## config.mk

```make
export PLATFORM = sky130hd
export DESIGN_NAME = esn7e_demo_system_nios2_qsys_oci_dct_packer
export DESIGN_NICKNAME = d
export VERILOG_FILES = /design/src/rtl/esn7e_demo_system_nios2_qsys_oci_dct_packer_pkg.sv /design/src/rtl/esn7e_demo_system_nios2_qsys_oci_dct_packer_fifo.sv /design/src/rtl/esn7e_demo_system_nios2_qsys_oci_dct_packer.sv
export SDC_FILE = /design/constraint.sdc
export NUM_CORES = 1
export LEC_CHECK = 0
export ABC_AREA = 0
export CAP_MARGIN = 20
export CORE_MARGIN = 5
export CORE_UTILIZATION = 53
export DETAILED_ROUTE_END_ITERATION = 6
export PLACE_DENSITY = 0.81
export SLEW_MARGIN = 0
export SYNTH_ARGS = -nofsm -noshare
export SYNTH_HDL_FRONTEND = slang
export SYNTH_SLANG_ARGS = --single-unit
```

## constraint.sdc

```tcl
create_clock -name clk -period 4.6 [get_ports clk]
set_clock_uncertainty 0.2 [all_clocks]
set_input_delay 1.15 -clock clk [delete_from_list [all_inputs] [get_ports clk]]
set_output_delay 1.15 -clock clk [all_outputs]
set_load 0.02 [all_outputs]
```

## src/rtl/esn7e_demo_system_nios2_qsys_oci_dct_packer_pkg.sv

```systemverilog
// Shared definitions for the DCT trace packer: FSM state encodings and
// the width and update rule of the saturating overflow counter.
package esn7e_demo_system_nios2_qsys_oci_dct_packer_pkg;

    localparam int OVF_W = 16;

    typedef enum logic [1:0] {
        DCT_RUN   = 2'd0,
        DCT_DRAIN = 2'd1,
        DCT_ENDED = 2'd2
    } dct_state_e;

    function automatic logic [OVF_W-1:0] sat_inc(input logic [OVF_W-1:0] v);
        return (v == '1) ? v : v + 1'b1;
    endfunction

endpackage

```

## src/rtl/esn7e_demo_system_nios2_qsys_oci_dct_packer_fifo.sv

```systemverilog
// Registered synchronous FIFO, first-word-fall-through from storage.
// A push into a full FIFO succeeds when a pop happens on the same edge.
module esn7e_demo_system_nios2_qsys_oci_dct_fifo #(
    parameter int WIDTH = 34,
    parameter int DEPTH = 4
) (
    input  logic                     clk,
    input  logic                     reset_n,
    input  logic                     push_i,
    input  logic [WIDTH-1:0]         push_data_i,
    input  logic                     pop_i,
    output logic [WIDTH-1:0]         pop_data_o,
    output logic                     full_o,
    output logic                     empty_o,
    output logic [$clog2(DEPTH):0]   level_o
);

    localparam int AW = $clog2(DEPTH);
    localparam int LW = AW + 1;

    logic [WIDTH-1:0] mem_q [DEPTH];
    logic [AW-1:0]    wr_ptr_q, rd_ptr_q;
    logic [LW-1:0]    level_q;
    logic             do_push, do_pop;

    assign empty_o = (level_q == '0);
    assign full_o  = (level_q == LW'(DEPTH));
    assign level_o = level_q;
    assign do_pop  = pop_i && !empty_o;
    assign do_push = push_i && (!full_o || do_pop);

    // Head is forced to zero while empty so stale storage never leaks out.
    assign pop_data_o = empty_o ? '0 : mem_q[rd_ptr_q];

    // NOTE: state updates use non-blocking assignments so every flop samples
    // pre-edge values regardless of statement order.
    always_ff @(posedge clk or negedge reset_n) begin
        if (!reset_n) begin
            wr_ptr_q <= '0;
            rd_ptr_q <= '0;
            level_q  <= '0;
        end else begin
            if (do_push) wr_ptr_q <= wr_ptr_q + 1'b1;
            if (do_pop)  rd_ptr_q <= rd_ptr_q + 1'b1;
            level_q <= level_q + LW'(do_push) - LW'(do_pop);
        end
    end

    // NOTE: storage is deliberately not reset; the level counter alone decides
    // which entries are meaningful, and empty reads are masked above.
    always_ff @(posedge clk) begin
        if (do_push) mem_q[wr_ptr_q] <= push_data_i;
    end

endmodule

```

## src/rtl/esn7e_demo_system_nios2_qsys_oci_dct_packer.sv

```systemverilog
// DCT trace packer: packs narrow entries LSB-first into words, queues them in
// an output FIFO and, on test end, flushes and drains before signalling done.
module esn7e_demo_system_nios2_qsys_oci_dct_packer
    import esn7e_demo_system_nios2_qsys_oci_dct_packer_pkg::*;
#(
    parameter int ENTRY_W    = 2,
    parameter int ENTRIES    = 15,
    parameter int CNT_W      = 4,
    parameter int FIFO_DEPTH = 4
) (
    input  logic                          clk,
    input  logic                          reset_n,
    input  logic                          in_valid,
    input  logic [ENTRY_W-1:0]            in_data,
    input  logic                          test_ending,
    output logic                          out_valid,
    input  logic                          out_ready,
    output logic [ENTRY_W*ENTRIES-1:0]    out_data,
    output logic [CNT_W-1:0]              out_count,
    output logic [ENTRY_W*ENTRIES-1:0]    dct_buffer,
    output logic [CNT_W-1:0]              dct_count,
    output logic [OVF_W-1:0]              overflow_cnt,
    output logic [$clog2(FIFO_DEPTH):0]   fifo_level,
    output logic                          test_has_ended
);

    localparam int WORD_W = ENTRY_W * ENTRIES;

    dct_state_e         state_q;
    logic [WORD_W-1:0]  buf_q, buf_d;
    logic [CNT_W-1:0]   cnt_q, cnt_d;
    logic [OVF_W-1:0]   ovf_q;
    logic               ended_q;
    logic               accept, flush, push, pop, fifo_full, fifo_empty;

    // NOTE: every always_comb output gets a default first so no path can
    // leave it unassigned and infer a latch.
    always_comb begin
        accept = (state_q == DCT_RUN) && in_valid;
        flush  = (state_q == DCT_RUN) && test_ending;
        buf_d  = buf_q;
        cnt_d  = cnt_q;
        if (accept) begin
            for (int i = 0; i < ENTRIES; i++) begin
                if (CNT_W'(i) == cnt_q) buf_d[i*ENTRY_W +: ENTRY_W] = in_data;
            end
            cnt_d = cnt_q + 1'b1;
        end
        // The entry accepted alongside a flush is part of the flushed word.
        push = (cnt_d == CNT_W'(ENTRIES)) || (flush && cnt_d != '0);
    end

    assign pop = out_valid && out_ready;

    esn7e_demo_system_nios2_qsys_oci_dct_fifo #(
        .WIDTH (WORD_W + CNT_W),
        .DEPTH (FIFO_DEPTH)
    ) u_fifo (
        .clk         (clk),
        .reset_n     (reset_n),
        .push_i      (push),
        .push_data_i ({cnt_d, buf_d}),
        .pop_i       (pop),
        .pop_data_o  ({out_count, out_data}),
        .full_o      (fifo_full),
        .empty_o     (fifo_empty),
        .level_o     (fifo_level)
    );

    always_ff @(posedge clk or negedge reset_n) begin
        if (!reset_n) begin
            state_q <= DCT_RUN;
            buf_q   <= '0;
            cnt_q   <= '0;
            ovf_q   <= '0;
            ended_q <= 1'b0;
        end else begin
            ended_q <= (state_q == DCT_ENDED);
            if (push && fifo_full && !pop) ovf_q <= sat_inc(ovf_q);
            unique case (state_q)
                DCT_RUN: begin
                    // A dropped word still clears the accumulator.
                    if (push || flush) begin
                        buf_q <= '0;
                        cnt_q <= '0;
                    end else begin
                        buf_q <= buf_d;
                        cnt_q <= cnt_d;
                    end
                    if (flush) state_q <= DCT_DRAIN;
                end
                DCT_DRAIN: if (fifo_empty) state_q <= DCT_ENDED;
                DCT_ENDED: state_q <= DCT_ENDED;
                default:   state_q <= DCT_RUN;
            endcase
        end
    end

    assign out_valid      = !fifo_empty;
    assign dct_buffer     = buf_q;
    assign dct_count      = cnt_q;
    assign overflow_cnt   = ovf_q;
    assign test_has_ended = ended_q;

endmodule

```

Figure 1. Signal wires on met1.
Bar = 50 µm. Cells faint in the background.
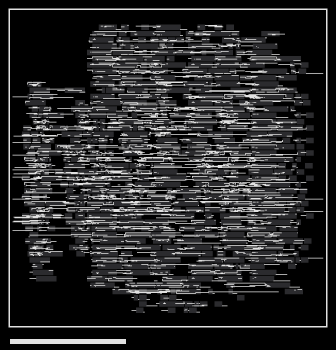
nets with wire on the layer: 578
share of all routed wire: 38%
Total Wirelength: 18500 µm
via count: 4901
GR Layer Usage met1: 0.262

Figure 2. Signal wires on met2.
Cells faint in the background.
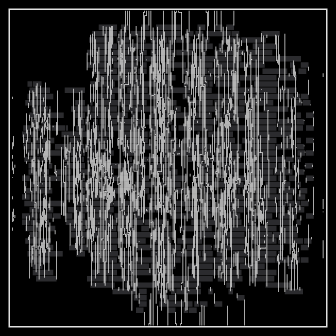
longest straight run: 60.0 µm
share of all routed wire: 53%
main direction: vertical
nets with wire on the layer: 584
met2 usage: 0.364

worst paths after layout:
kind / startpoint / to / slack [ns] / depth (start not counted)
setup / recovery: u_fifo.rd_ptr_q[0] / out_data[16] / 0.45 / 4
hold / removal: overflow_cnt[11] / overflow_cnt[11] / 0.30 / 1
setup reg to reg: state_q[0] / u_fifo.mem_q[2][4] / 1.39 / 9
hold reg to reg: overflow_cnt[11] / overflow_cnt[11] / 0.30 / 1
max in group asynchronous: reset_n / dct_buffer[9] / 2.78 / 2
min in group asynchronous: reset_n / overflow_cnt[15] / 0.54 / 1
critical path, stage by stage (launching register included):
cell and delay, ns:
dfrtp_2 0.79, buf_12 0.28, mux4_2 0.57, and2_1 0.18
clkdlybuf4s50_1 0.53
==> flow_summary_export.csv <==
group,metric,value,unit
final_timing,rsz0062_at_grt,"false",
cells_and_area,syn_to_final_growth,21.5,%
synth,synth_async_sr_flop_share,0.306,
placement,io_buffers,95,
clocking,clock_path_buffers,2,
setup_path,cp-start-kind,"flip-flop",
worst_hold_path,hold_class,"reg2reg",
final_timing,finalCriticalPeriod,4.15,ns
outcome,status,"finished, final reports clean",
synth,top_cell,"edfxtp_1",
floorplanning,chipWidth,137,µm
synth,ys_types,48,
clocking,postCtsSetupRepairBufs,0,
global_route,grt_pass1_vias,5196,
pwr,p_per_area,575,nW/µm²
pwr,p_int,4080,µW
placement,dp_hpwl,11900,µm
placement,gp_congestion,0.792,
synth,numSynthFlops,196,
clocking,cts.sink_count,196,
global_route,grt_antenna_before_repair,0,
global_route,grt_first_pass_wirelength,29300,µm
drt,ant_nets,0,
cells_and_area,postLayoutCellArea,10300,µm²
cells_and_area,top_register,"u_fifo.mem_q",
global_route,top_usage_layer,"met2",
drt,vias_per_cell,5.81,
drt,wl_per_cell,21.9,µm
synth,ys_sh_adder,0.0244,
global_route,grtUsageTotal,0.210,
cells_and_area,nonClkBufAreaFrac,0.104,
cells_and_area,clock_tree_area_fraction,0.0606,
synth,avgSynthCellArea,16.5,µm²
global_route,grt_max_degree,38,
placement,post_dp_cell_area,9680,µm²
drt,drc_errors,0,
final_timing,maxSlewViolCount,0,
placement,pre_cts_slack,0.612,ns
synth,ys_top_logic_family,"multiplexers",
synth,yosysTopAreaCell,"edfxtp_1",
clocking,clk_pin_slew,0.07,ns
pwr,pg_seq,2250,µW
synth,ys_cells,515,
job,drv_cap,0,
setup_path,required,3.25,ns
drt,firstDrtPassIters,4,
cells_and_area,fin_nets,637,
pwr,power.share.clock,0.261,
final_timing,fin_tns_setup,0,ns
setup_path,cp.arrival,2.80,ns
cells_and_area,antennaDiodeCount,0,
clocking,ctsResizeCount,0,
synth,top_area_frac,0.480,
pwr,p_comb_frac,0.361,
cells_and_area,sequential_cell_total,196,
final_timing,worst_pin_slew,0.871,ns
pwr,p_seq_frac,0.378,
cells_and_area,comb_area,2740,µm²
drt,wirelength_met1,7020,µm
synth,aoi_share,0.0590,
pwr,maxPowerGroup,"sequential cells",
synth,synthCells,515,
cells_and_area,seq_share,0.540,
cells_and_area,logic_gate_count,283,
pwr,swShare,0.314,
pwr,p_clk,1550,µW
cells_and_area,drive_above_1_share,0.185,
synth,ys.flop_type,"edfxtp_1",
floorplanning,core,15800,µm²
pwr,power.total,5940,µW
synth,syn_area,8510,µm²
Power and IR drop assume default switching activity.
